### src/rtl/ps2_pkg.sv
// Shared types and constants for the PS/2 keycode receiver.
// Holds the frame FSM state encoding, scan-code prefixes and the parity helper.
package ps2_pkg;

  typedef enum logic [1:0] {
    IDLE   = 2'd0,
    DATA   = 2'd1,
    PARITY = 2'd2,
    STOP   = 2'd3
  } ps2_state_t;

  localparam logic [7:0] PS2_BREAK  = 8'hF0;
  localparam logic [7:0] PS2_EXT    = 8'hE0;
  localparam logic [7:0] PS2_NO_KEY = 8'h00;

  // PS/2 frames carry odd parity over the eight data bits plus the parity bit.
  function automatic logic odd_parity_ok(input logic [7:0] data, input logic par);
    return ^{data, par};
  endfunction

endpackage

### src/rtl/ps2_frame_rx.sv
// PS/2 frame receiver: input synchronisers, falling-edge detect, frame FSM and
// mid-frame timeout. Emits one strobe per good byte or one error pulse per bad frame.
module ps2_frame_rx #(
  parameter int SYNC_STAGES    = 2,
  parameter int TIMEOUT_CYCLES = 50000
) (
  input  logic       clk,
  input  logic       reset,
  input  logic       ps2_clk,
  input  logic       ps2_data,
  output logic [7:0] rx_byte,
  output logic       byte_stb,
  output logic       frame_err
);
  import ps2_pkg::*;

  localparam int TW = $clog2(TIMEOUT_CYCLES + 1);
  localparam logic [TW-1:0] TOUT_MAX = TW'(TIMEOUT_CYCLES);

  logic [SYNC_STAGES-1:0] clk_sync_r;
  logic [SYNC_STAGES-1:0] data_sync_r;
  logic                   clk_prev_r;
  logic                   fall_s;
  logic                   data_s;
  logic                   tout_hit_s;

  ps2_state_t    state_r;
  logic [7:0]    shift_r;
  logic [2:0]    bit_cnt_r;
  logic          parity_r;
  logic [TW-1:0] tout_r;
  logic [7:0]    rx_byte_r;
  logic          byte_stb_r;
  logic          frame_err_r;

  // Synchroniser chains; lines idle high so they reset to 1.
  always_ff @(posedge clk or posedge reset) begin
    if (reset) begin
      clk_sync_r  <= {SYNC_STAGES{1'b1}};
      data_sync_r <= {SYNC_STAGES{1'b1}};
      clk_prev_r  <= 1'b1;
    end else begin
      clk_sync_r  <= {clk_sync_r[SYNC_STAGES-2:0], ps2_clk};
      data_sync_r <= {data_sync_r[SYNC_STAGES-2:0], ps2_data};
      clk_prev_r  <= clk_sync_r[SYNC_STAGES-1];
    end
  end

  // Edge detect and timeout qualifier; a falling edge always beats the timeout.
  always_comb begin
    fall_s     = clk_prev_r & ~clk_sync_r[SYNC_STAGES-1];
    data_s     = data_sync_r[SYNC_STAGES-1];
    tout_hit_s = (tout_r == TOUT_MAX) & ~fall_s;
  end

  // Frame FSM with timeout counter and registered strobe/error outputs.
  always_ff @(posedge clk or posedge reset) begin
    if (reset) begin
      state_r     <= IDLE;
      shift_r     <= 8'h00;
      bit_cnt_r   <= 3'd0;
      parity_r    <= 1'b0;
      tout_r      <= '0;
      rx_byte_r   <= 8'h00;
      byte_stb_r  <= 1'b0;
      frame_err_r <= 1'b0;
    end else begin
      byte_stb_r  <= 1'b0;
      frame_err_r <= 1'b0;

      if (fall_s || (state_r == IDLE)) begin
        tout_r <= '0;
      end else if (tout_r != TOUT_MAX) begin
        tout_r <= tout_r + TW'(1);
      end else begin
        tout_r <= tout_r;
      end

      case (state_r)
        IDLE: begin
          if (fall_s && !data_s) begin
            state_r   <= DATA;
            bit_cnt_r <= 3'd0;
          end else begin
            state_r <= IDLE;
          end
        end
        DATA: begin
          if (fall_s) begin
            shift_r   <= {data_s, shift_r[7:1]};
            bit_cnt_r <= bit_cnt_r + 3'd1;
            if (bit_cnt_r == 3'd7) begin
              state_r <= PARITY;
            end else begin
              state_r <= DATA;
            end
          end else if (tout_hit_s) begin
            state_r     <= IDLE;
            frame_err_r <= 1'b1;
          end else begin
            state_r <= DATA;
          end
        end
        PARITY: begin
          if (fall_s) begin
            parity_r <= data_s;
            state_r  <= STOP;
          end else if (tout_hit_s) begin
            state_r     <= IDLE;
            frame_err_r <= 1'b1;
          end else begin
            state_r <= PARITY;
          end
        end
        STOP: begin
          if (fall_s) begin
            state_r <= IDLE;
            if (odd_parity_ok(shift_r, parity_r) && data_s) begin
              rx_byte_r  <= shift_r;
              byte_stb_r <= 1'b1;
            end else begin
              frame_err_r <= 1'b1;
            end
          end else if (tout_hit_s) begin
            state_r     <= IDLE;
            frame_err_r <= 1'b1;
          end else begin
            state_r <= STOP;
          end
        end
        default: begin
          state_r <= IDLE;
        end
      endcase
    end
  end

  assign rx_byte   = rx_byte_r;
  assign byte_stb  = byte_stb_r;
  assign frame_err = frame_err_r;

endmodule

### src/rtl/ps2_keycode_rx.sv
// PS/2 keyboard front end: turns received scan-code bytes into the currently
// held make code, honouring F0 (break) and E0 (extended) prefixes.
module ps2_keycode_rx #(
  parameter int SYNC_STAGES    = 2,
  parameter int TIMEOUT_CYCLES = 50000
) (
  input  logic       clk,
  input  logic       reset,
  input  logic       ps2_clk,
  input  logic       ps2_data,
  output logic [7:0] key_code,
  output logic       key_valid,
  output logic       frame_err
);
  import ps2_pkg::*;

  logic [7:0] rx_byte_s;
  logic       byte_stb_s;
  logic       frame_err_s;

  logic       brk_r;
  logic       ext_r;
  logic [7:0] key_code_r;
  logic       key_valid_r;

  ps2_frame_rx #(
    .SYNC_STAGES    (SYNC_STAGES),
    .TIMEOUT_CYCLES (TIMEOUT_CYCLES)
  ) u_frame (
    .clk       (clk),
    .reset     (reset),
    .ps2_clk   (ps2_clk),
    .ps2_data  (ps2_data),
    .rx_byte   (rx_byte_s),
    .byte_stb  (byte_stb_s),
    .frame_err (frame_err_s)
  );

  // Byte interpretation; extended keys are swallowed, releases only clear a matching key.
  always_ff @(posedge clk or posedge reset) begin
    if (reset) begin
      brk_r       <= 1'b0;
      ext_r       <= 1'b0;
      key_code_r  <= PS2_NO_KEY;
      key_valid_r <= 1'b0;
    end else begin
      key_valid_r <= 1'b0;
      if (byte_stb_s) begin
        if (rx_byte_s == PS2_BREAK) begin
          brk_r <= 1'b1;
        end else if (rx_byte_s == PS2_EXT) begin
          ext_r <= 1'b1;
        end else if (ext_r) begin
          brk_r <= 1'b0;
          ext_r <= 1'b0;
        end else if (brk_r) begin
          brk_r <= 1'b0;
          if (rx_byte_s == key_code_r) begin
            key_code_r <= PS2_NO_KEY;
          end else begin
            key_code_r <= key_code_r;
          end
        end else begin
          key_code_r  <= rx_byte_s;
          key_valid_r <= 1'b1;
        end
      end else begin
        key_code_r <= key_code_r;
      end
    end
  end

  assign key_code  = key_code_r;
  assign key_valid = key_valid_r;
  assign frame_err = frame_err_s;

endmodule

### config.mk
export PLATFORM = sky130hd
export DESIGN_NAME = ps2_keycode_rx
export DESIGN_NICKNAME = d
export VERILOG_FILES = /design/src/rtl/ps2_pkg.sv /design/src/rtl/ps2_frame_rx.sv /design/src/rtl/ps2_keycode_rx.sv
export SDC_FILE = /design/constraint.sdc
export NUM_CORES = 1
export LEC_CHECK = 0
export CAP_MARGIN = 20
export CORE_ASPECT_RATIO = 0.7
export CORE_MARGIN = 1
export CORE_UTILIZATION = 40
export CTS_CLUSTER_DIAMETER = 50
export DETAILED_ROUTE_END_ITERATION = 8
export PLACE_DENSITY_LB_ADDON = 0.05
export SLEW_MARGIN = 20
export SYNTH_ARGS = -nofsm -noshare
export SYNTH_HDL_FRONTEND = slang
export SYNTH_SLANG_ARGS = --single-unit
### constraint.sdc
create_clock -name clk -period 3.5 [get_ports clk]
set_input_delay 0.7 -clock clk [delete_from_list [all_inputs] [get_ports clk]]
set_output_delay 0.7 -clock clk [all_outputs]
set_load 0.05 [all_outputs]
**Wires at chosen ports, followed through buffers**

Drawn at 4 px/um.
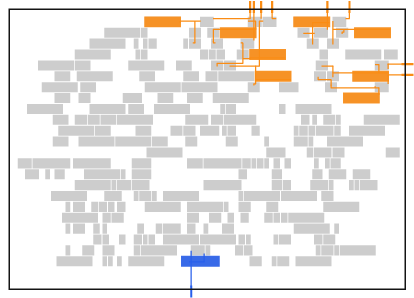
legend:
  ps2_clk:
    color: blue
    direction: input
    edge: bottom
    end_cells: 1
    buffers: 1
    wire: 14.7 um
  key_code:
    color: orange
    direction: output
    edge: 6 top, 2 right
    end_cells: 8
    buffers: 8
    wire: 203 um
I/O Pins: 14
number of input and output port buffers inserted: 13

==> report_table.html <==
<!-- implementation run metrics -->
<table>
<tr><th>Metric</th><th>Value</th></tr>
<tr><th colspan="2">Status</th></tr>
<tr><td>Result of the run</td><td>finished clean</td></tr>
<tr><th colspan="2">Clocking</th></tr>
<tr><td>Clock-pin slew on the worst setup and hold paths</td><td>100 ps</td></tr>
<tr><td>Latest clock arrival within the worst-skew pair</td><td>310 ps</td></tr>
<tr><th colspan="2">Detailed routing</th></tr>
<tr><td>Number of DRC violations after detailed routing</td><td>0</td></tr>
<tr><td>Vias post-DR</td><td>1626</td></tr>
<tr><td>Length of routed met3 wiring</td><td>108 um</td></tr>
<tr><td>Avg WL per Cell</td><td>14.6 um</td></tr>
<tr><td>Antenna-violating nets left</td><td>0</td></tr>
<tr><td>Wirelength, routed</td><td>4.65 mm</td></tr>
<tr><td>Met1 wire length</td><td>2.91 mm</td></tr>
<tr><th colspan="2">Final timing</th></tr>
<tr><td>Share of the cycle needed by the critical path after routing</td><td>0.638</td></tr>
<tr><td>Number of pins with negative max-slew slack in the final report</td><td>0</td></tr>
<tr><th colspan="2">Worst setup path</th></tr>
<tr><td>Largest fanout on the critical path</td><td>3</td></tr>
<tr><td>Depth of the critical timing path with buffers and inverters included</td><td>1</td></tr>
<tr><td>Sequence of cells on the critical path</td><td>clkdlybuf4s50_1</td></tr>
<tr><td>Critical path buffer and inverter count</td><td>1</td></tr>
<tr><th colspan="2">Logic synthesis</th></tr>
<tr><td>Mapped Avg Cell Area</td><td>11.6 sq um</td></tr>
<tr><td>Post-synth cell types</td><td>35</td></tr>
<tr><td>Sequential fraction of the synthesis area</td><td>0.539</td></tr>
<tr><th colspan="2">Floorplan</th></tr>
<tr><td>DIE WIDTH</td><td>98.6 um</td></tr>
<tr><td>Initial cell density of the core</td><td>0.416</td></tr>
<tr><th colspan="2">Power</th></tr>
<tr><td>Power density normalized to cell area</td><td>413 nW/um^2</td></tr>
<tr><td>Clock-net power</td><td>0.376 mW</td></tr>
<tr><td>Internal</td><td>0.899 mW</td></tr>
<tr><th colspan="2">Job</th></tr>
<tr><td>OpenROAD warning count</td><td>30</td></tr>
<tr><th colspan="2">Placement</th></tr>
<tr><td>Area of placed instances</td><td>2820 sq um</td></tr>
<tr><th colspan="2">GRT</th></tr>
<tr><td>Global routing met1 resource utilization</td><td>0.259</td></tr>
<tr><td>Vias in the first global route</td><td>1558</td></tr>
<tr><td>Pin count of the biggest net entering global routing</td><td>57</td></tr>
<tr><td>Global Route met3 Usage</td><td>0.0333</td></tr>
<tr><td>Busiest layer in global routing</td><td>met1</td></tr>
<tr><th colspan="2">Final layout</th></tr>
<tr><td>Post-route cell area</td><td>2920 sq um</td></tr>
<tr><td>Relative area change from synthesis to final layout</td><td>11.7%</td></tr>
</table>
**Clock wiring as the flow saved it**

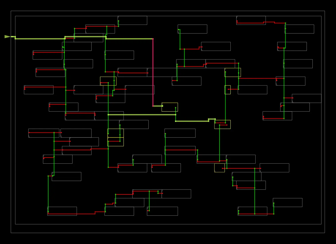
flop count: 56
worst clock skew: 9.77 ps
number of clock sinks: 56

-- path summary, 6_finish.rpt --
check,startpoint,end
max,key_code[7],key_code[7]
min,u_frame.data_sync_r[0],u_frame.data_sync_r[1]
max reg2reg,u_frame.clk_prev_r,u_frame.rx_byte[0]
min reg2reg,u_frame.data_sync_r[0],u_frame.data_sync_r[1]
max in group asynchronous,reset,u_frame.state_r[1]
min in group asynchronous,reset,u_frame.shift_r[6]
-- synthesized netlist by cell type (all sizes together) --
cell type,instances,share of area
inv,11,0.016
nand2b,5,0.012
xor2,9,0.030
a21boi,1,0.0029
mux2,16,0.069
xnor2,19,0.067
or3,2,0.0048
a211oi,3,0.0086
nor2b,3,0.0072
o21ai,5,0.0096
nand4,5,0.012
mux2i,3,0.016
or3b,1,0.0034
o41a,1,0.0043
nand3,9,0.017
dfrtp,51,0.49
nand4b,3,0.010
nor2,20,0.029
nor4,2,0.0072
clkbuf,7,0.010
o32ai,1,0.0034
nor3,2,0.0038
a21oi,6,0.011
nand2,10,0.014
a31oi,3,0.0072
and4,1,0.0034
ha,8,0.038
a22oi,1,0.0029
dfstp,5,0.050
a22o,9,0.030
and3,3,0.0072
o221ai,1,0.0034
-- cell type report --
class	instances	share of cell area
sequential	56	0.482
multi-input combinational	152	0.390
timing repair buffer	14	0.0472
tap	78	0.0334
clock buffer	6	0.0283
inverter	11	0.0142
clock inverter	2	0.00472
-- sequential cells by signal (all words and copies together), names as in the netlist --
signal / flops
u_frame.frame_err: 1
key_code: 8
u_frame.shift_r: 8
u_frame.tout_r: 16
u_frame.parity_r: 1
key_valid: 1
ext_r: 1
u_frame.state_r: 2
u_frame.byte_stb: 1
u_frame.clk_sync_r: 2
u_frame.bit_cnt_r: 3
brk_r: 1
u_frame.data_sync_r: 2
u_frame.rx_byte: 8
u_frame.clk_prev_r: 1
Power figures rest on the tool's default switching activity, not on a simulated workload.
